### config.mk
export PLATFORM = sky130hd
export DESIGN_NAME = serial_word_deser
export DESIGN_NICKNAME = d
export VERILOG_FILES = /design/src/rtl/serial_pkg.sv /design/src/rtl/word_fifo2.sv /design/src/rtl/serial_word_deser.sv
export SDC_FILE = /design/constraint.sdc
export NUM_CORES = 1
export LEC_CHECK = 0
export CAP_MARGIN = 15
export CELL_PAD_IN_SITES_DETAIL_PLACEMENT = 1
export CELL_PAD_IN_SITES_GLOBAL_PLACEMENT = 1
export CORE_MARGIN = 3
export CORE_UTILIZATION = 41
export DETAILED_ROUTE_END_ITERATION = 10
export HOLD_SLACK_MARGIN = 0.08
export PLACE_DENSITY = 0.77
export SETUP_SLACK_MARGIN = 0.2
export SLEW_MARGIN = 20
export SYNTH_ARGS = -nofsm -noshare
export SYNTH_HDL_FRONTEND = slang
export SYNTH_SLANG_ARGS = --single-unit
### constraint.sdc
create_clock -name clk -period 2.25 [get_ports clk]
set_clock_uncertainty 0.15 [all_clocks]
set_input_delay 0.675 -clock clk [delete_from_list [all_inputs] [get_ports clk]]
set_output_delay 0.675 -clock clk [all_outputs]
set_load 0.005 [all_outputs]
### src/rtl/serial_pkg.sv
// ============================================================================
// serial_pkg : frame constants and bit-counter type shared by the serial chain
// Revision   : 1.0
// ============================================================================
`default_nettype none

package serial_pkg;
    localparam int WORD_W     = 4;
    localparam int FIFO_DEPTH = 2;
    localparam int CNT_W      = $clog2(WORD_W);

    typedef logic [CNT_W-1:0] bit_cnt_t;
endpackage

`default_nettype wire

### src/rtl/word_fifo2.sv
// ============================================================================
// word_fifo2 : 2-entry registered synchronous FIFO with head-of-queue output
// Revision   : 1.0
// ============================================================================
`default_nettype none

module word_fifo2
    import serial_pkg::*;
#(
    parameter int W     = WORD_W,
    parameter int DEPTH = FIFO_DEPTH
) (
    input  logic         clk,
    input  logic         reset_n,
    input  logic         i_push,
    input  logic         i_pop,
    input  logic [W-1:0] i_din,
    output logic [W-1:0] o_head,
    output logic         o_empty,
    output logic         o_full
);
    localparam int CW = $clog2(DEPTH + 1);

    logic [CW-1:0] r_count;
    logic [W-1:0]  r_head;
    logic [W-1:0]  r_tail;
    logic          w_pop;
    logic          w_push;

    assign o_empty = (r_count == '0);
    assign o_full  = (r_count == CW'(DEPTH));
    assign o_head  = r_head;

    // A pop frees a slot in the same cycle, so a full FIFO can still accept.
    assign w_pop  = i_pop && !o_empty;
    assign w_push = i_push && (!o_full || w_pop);

    always_ff @(posedge clk or negedge reset_n) begin
        if (!reset_n) begin
            r_count <= '0;
            r_head  <= '0;
            r_tail  <= '0;
        end else begin
            case ({w_push, w_pop})
                2'b10: begin
                    r_count <= r_count + CW'(1);
                    if (o_empty) r_head <= i_din;
                    else         r_tail <= i_din;
                end
                2'b01: begin
                    r_count <= r_count - CW'(1);
                    r_head  <= r_tail;
                end
                2'b11: begin
                    if (r_count == CW'(1)) begin
                        r_head <= i_din;
                    end else begin
                        r_head <= r_tail;
                        r_tail <= i_din;
                    end
                end
                default: ;
            endcase
        end
    end
endmodule

`default_nettype wire

### src/rtl/serial_word_deser.sv
// ============================================================================
// serial_word_deser : LSB-first serial-to-word collector with 2-entry output
//                     FIFO and sticky overflow; SERIAL_DESER_DROPCNT_EN adds a
//                     saturating dropped-word counter (drop_cnt).
// Revision          : 1.0
// ============================================================================
`default_nettype none

module serial_word_deser
    import serial_pkg::*;
#(
    parameter int WIDTH = WORD_W,
    parameter int DEPTH = FIFO_DEPTH
) (
    input  logic             clk,
    input  logic             reset_n,
    input  logic             sin,
    input  logic             in_en,
    output logic [WIDTH-1:0] dout,
    output logic             dout_valid,
    input  logic             dout_ready,
    output logic             ovf,
`ifdef SERIAL_DESER_DROPCNT_EN
    output logic [7:0]       drop_cnt,
`endif
    input  logic             ovf_clr
);
    localparam bit_cnt_t c_LAST = bit_cnt_t'(WIDTH - 1);

    bit_cnt_t         r_bit_cnt;
    // Only the upper WIDTH-1 bits of the shift register ever reach a word;
    // the oldest bit falls off at completion, so it is not stored.
    logic [WIDTH-2:0] r_sr;
    logic             r_ovf;
    logic [WIDTH-1:0] w_word;
    logic             w_done;
    logic             w_empty;
    logic             w_full;
    logic             w_drop;

    assign w_word = {sin, r_sr};
    assign w_done = in_en && (r_bit_cnt == c_LAST);
    assign w_drop = w_done && w_full && !dout_ready;

    always_ff @(posedge clk or negedge reset_n) begin
        if (!reset_n) begin
            r_bit_cnt <= '0;
            r_sr      <= '0;
        end else if (in_en) begin
            r_bit_cnt <= (r_bit_cnt == c_LAST) ? '0 : r_bit_cnt + bit_cnt_t'(1);
            r_sr      <= w_word[WIDTH-1:1];
        end
    end

    always_ff @(posedge clk or negedge reset_n) begin
        if (!reset_n)     r_ovf <= 1'b0;
        else if (w_drop)  r_ovf <= 1'b1;
        else if (ovf_clr) r_ovf <= 1'b0;
    end

`ifdef SERIAL_DESER_DROPCNT_EN
    logic [7:0] r_drop_cnt;

    always_ff @(posedge clk or negedge reset_n) begin
        if (!reset_n)
            r_drop_cnt <= 8'h00;
        else if (ovf_clr)
            r_drop_cnt <= w_drop ? 8'h01 : 8'h00;
        else if (w_drop && (r_drop_cnt != 8'hFF))
            r_drop_cnt <= r_drop_cnt + 8'h01;
    end

    assign drop_cnt = r_drop_cnt;
`endif

    word_fifo2 #(
        .W     (WIDTH),
        .DEPTH (DEPTH)
    ) u_fifo (
        .clk     (clk),
        .reset_n (reset_n),
        .i_push  (w_done),
        .i_pop   (dout_ready),
        .i_din   (w_word),
        .o_head  (dout),
        .o_empty (w_empty),
        .o_full  (w_full)
    );

    assign dout_valid = !w_empty;
    assign ovf        = r_ovf;
endmodule

`default_nettype wire

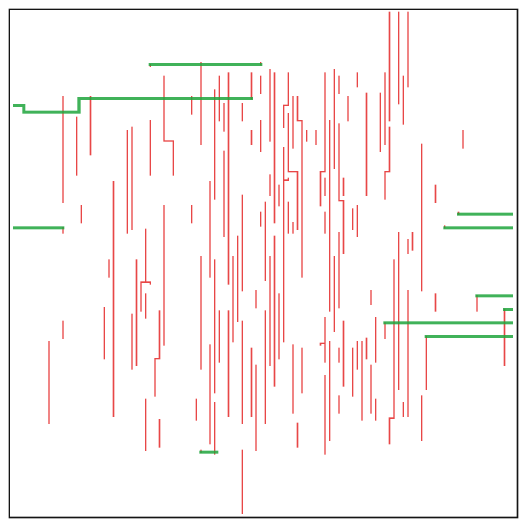
Figure 1: run 1, wiring by layer.
Drawn at 10 px/µm. Two of the layers only.
- green: met3 (wire length 80.5 µm)
- red: met2 (wire length 819 µm)

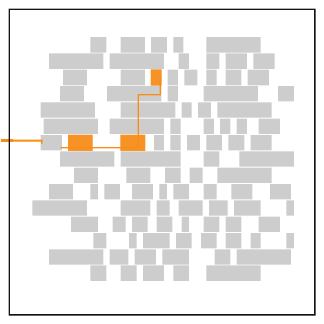
Figure 2: run 1, I/O nets highlighted.
Drawn at 6 px/µm.
- orange: sin (bits 1; direction input; edge left; end cells 3; buffers 1; wire 33.8 µm)

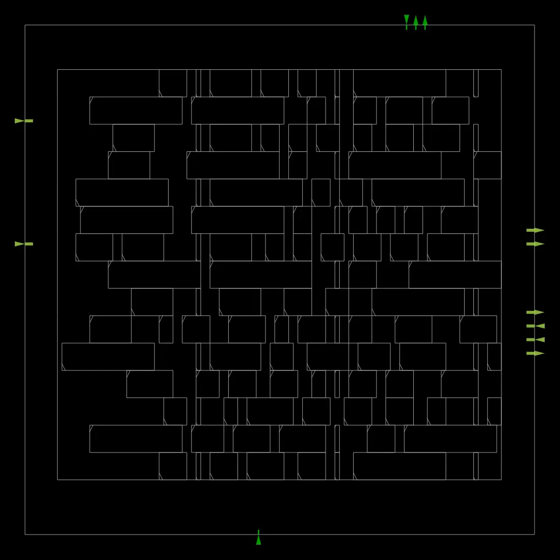
Figure 3: run 1, cell placement.
fillcell total: 211
Tap Cells: 25

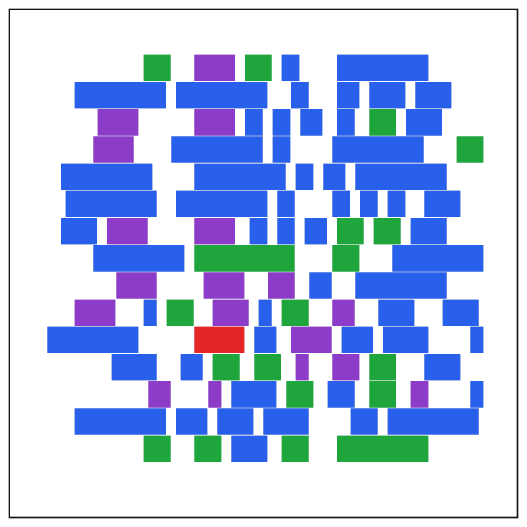
Figure 4: run 1, drive-strength map.
Drawn at 10 px/µm.
- green: drive 3 to 4 (cells 19; share 20%)
- blue: drive 1 or less (cells 59; share 61%)
- purple: drive 2 (cells 18; share 19%)
- red: drive 6 and up (cells 1; share 1.0%)

==> ci_impl_report.md <==
### Yosys + OpenROAD results

| Metric | Value |
|---|---|
| Nets | 108 |
| FP Util | 45.4% |
| Diode count | 0 |
| Comb area leader | simple AND/OR/NAND/NOR gates |
| Yosys Instances | 70 |
| H-tree level count | 1 |
| Tool warning count | 29 |
| DRC | 0 |
| Most frequent cells in the layout | dfrtp_1 (16), buf_4 (14), mux2_2 (9), clkdlybuf4s50_1 (9), nand3_1 (5) |
| Post-synthesis sequential area ratio | 48.9% |
| Crit-path leading delay family | buffers and inverters |
| Worst reg2reg path depth | 5 |
| Max-cap violations | 0 |
| P&R area growth vs syn | 35.0% |
| Placement Setup Slack | -0.113 ns |
| Port Buffers | 11 |
| All-Layer GR Usage | 16.3% |
| Reg clk slew, reported paths | 0.10 ns |
| Xor/xnor share | 1.07% |
| Met1 Use GR | 20.1% |
| Main area contributors | dfrtp_1 (49%), mux2_2 (12%), ha_1 (6.1%) |
| Worst setup margin | 0.241 ns |
| CP max stage delay | 0.43 ns |
| Met3 routed WL | 80 µm |
| Hold Fails Final Rpt | 0 |
| Placed insts | 113 |
| Status | finished, final reports clean |
| Setup crit end kind | flop |
| Largest net degree at the start of global routing | 17 |
| Critical Path Start | dout_ready |
| Top Ports | 12 |
| YS chip area | 818 µm² |
| Critical-path top delay cell | clkdlybuf4s50_1 |
| Worst R2R Start | u_fifo.r_count[1]$_DFFE_PN0P_ |
| Pleak | 0.493 nW |
| Stages on worst setup path | 4 |
| And+or+nand+nor area frac | 14.4% |
| Core area | 1800 µm² |
| Primary FF master, synth | dfrtp_1 |
| Most common cell in the netlist | dfrtp_1 |
run 1: layout make-up:
class                   count  area (µm²)
fillers                   211         697
clock buffers               4        36.3
repair buffers             25         213
inverters                   4        15.0
well taps                  25        31.3
flip-flops and latches     16         400
multi-input cells          48         409
run 1: report_power, final:
group          internal [mW]  switching [mW]  leakage [nW]  total, mW
registers              0.410          0.0728         0.191      0.483
clock network         0.0989           0.100        0.0210      0.199
logic                  0.400           0.300         0.282      0.700
total                  0.909           0.473         0.493       1.38
run 1: per-stage QoR:
stage | cell area (µm²) | utilization [%]
after CTS | 1090 | 60.6
final | 1100 | 61.3
after global placement | 1020 | 56.5
after floorplan | 818 | -
after detailed placement | 1020 | 56.5
after global routing | 1100 | 61.3
No activity file was given, so power comes from the tool's default toggle rates.
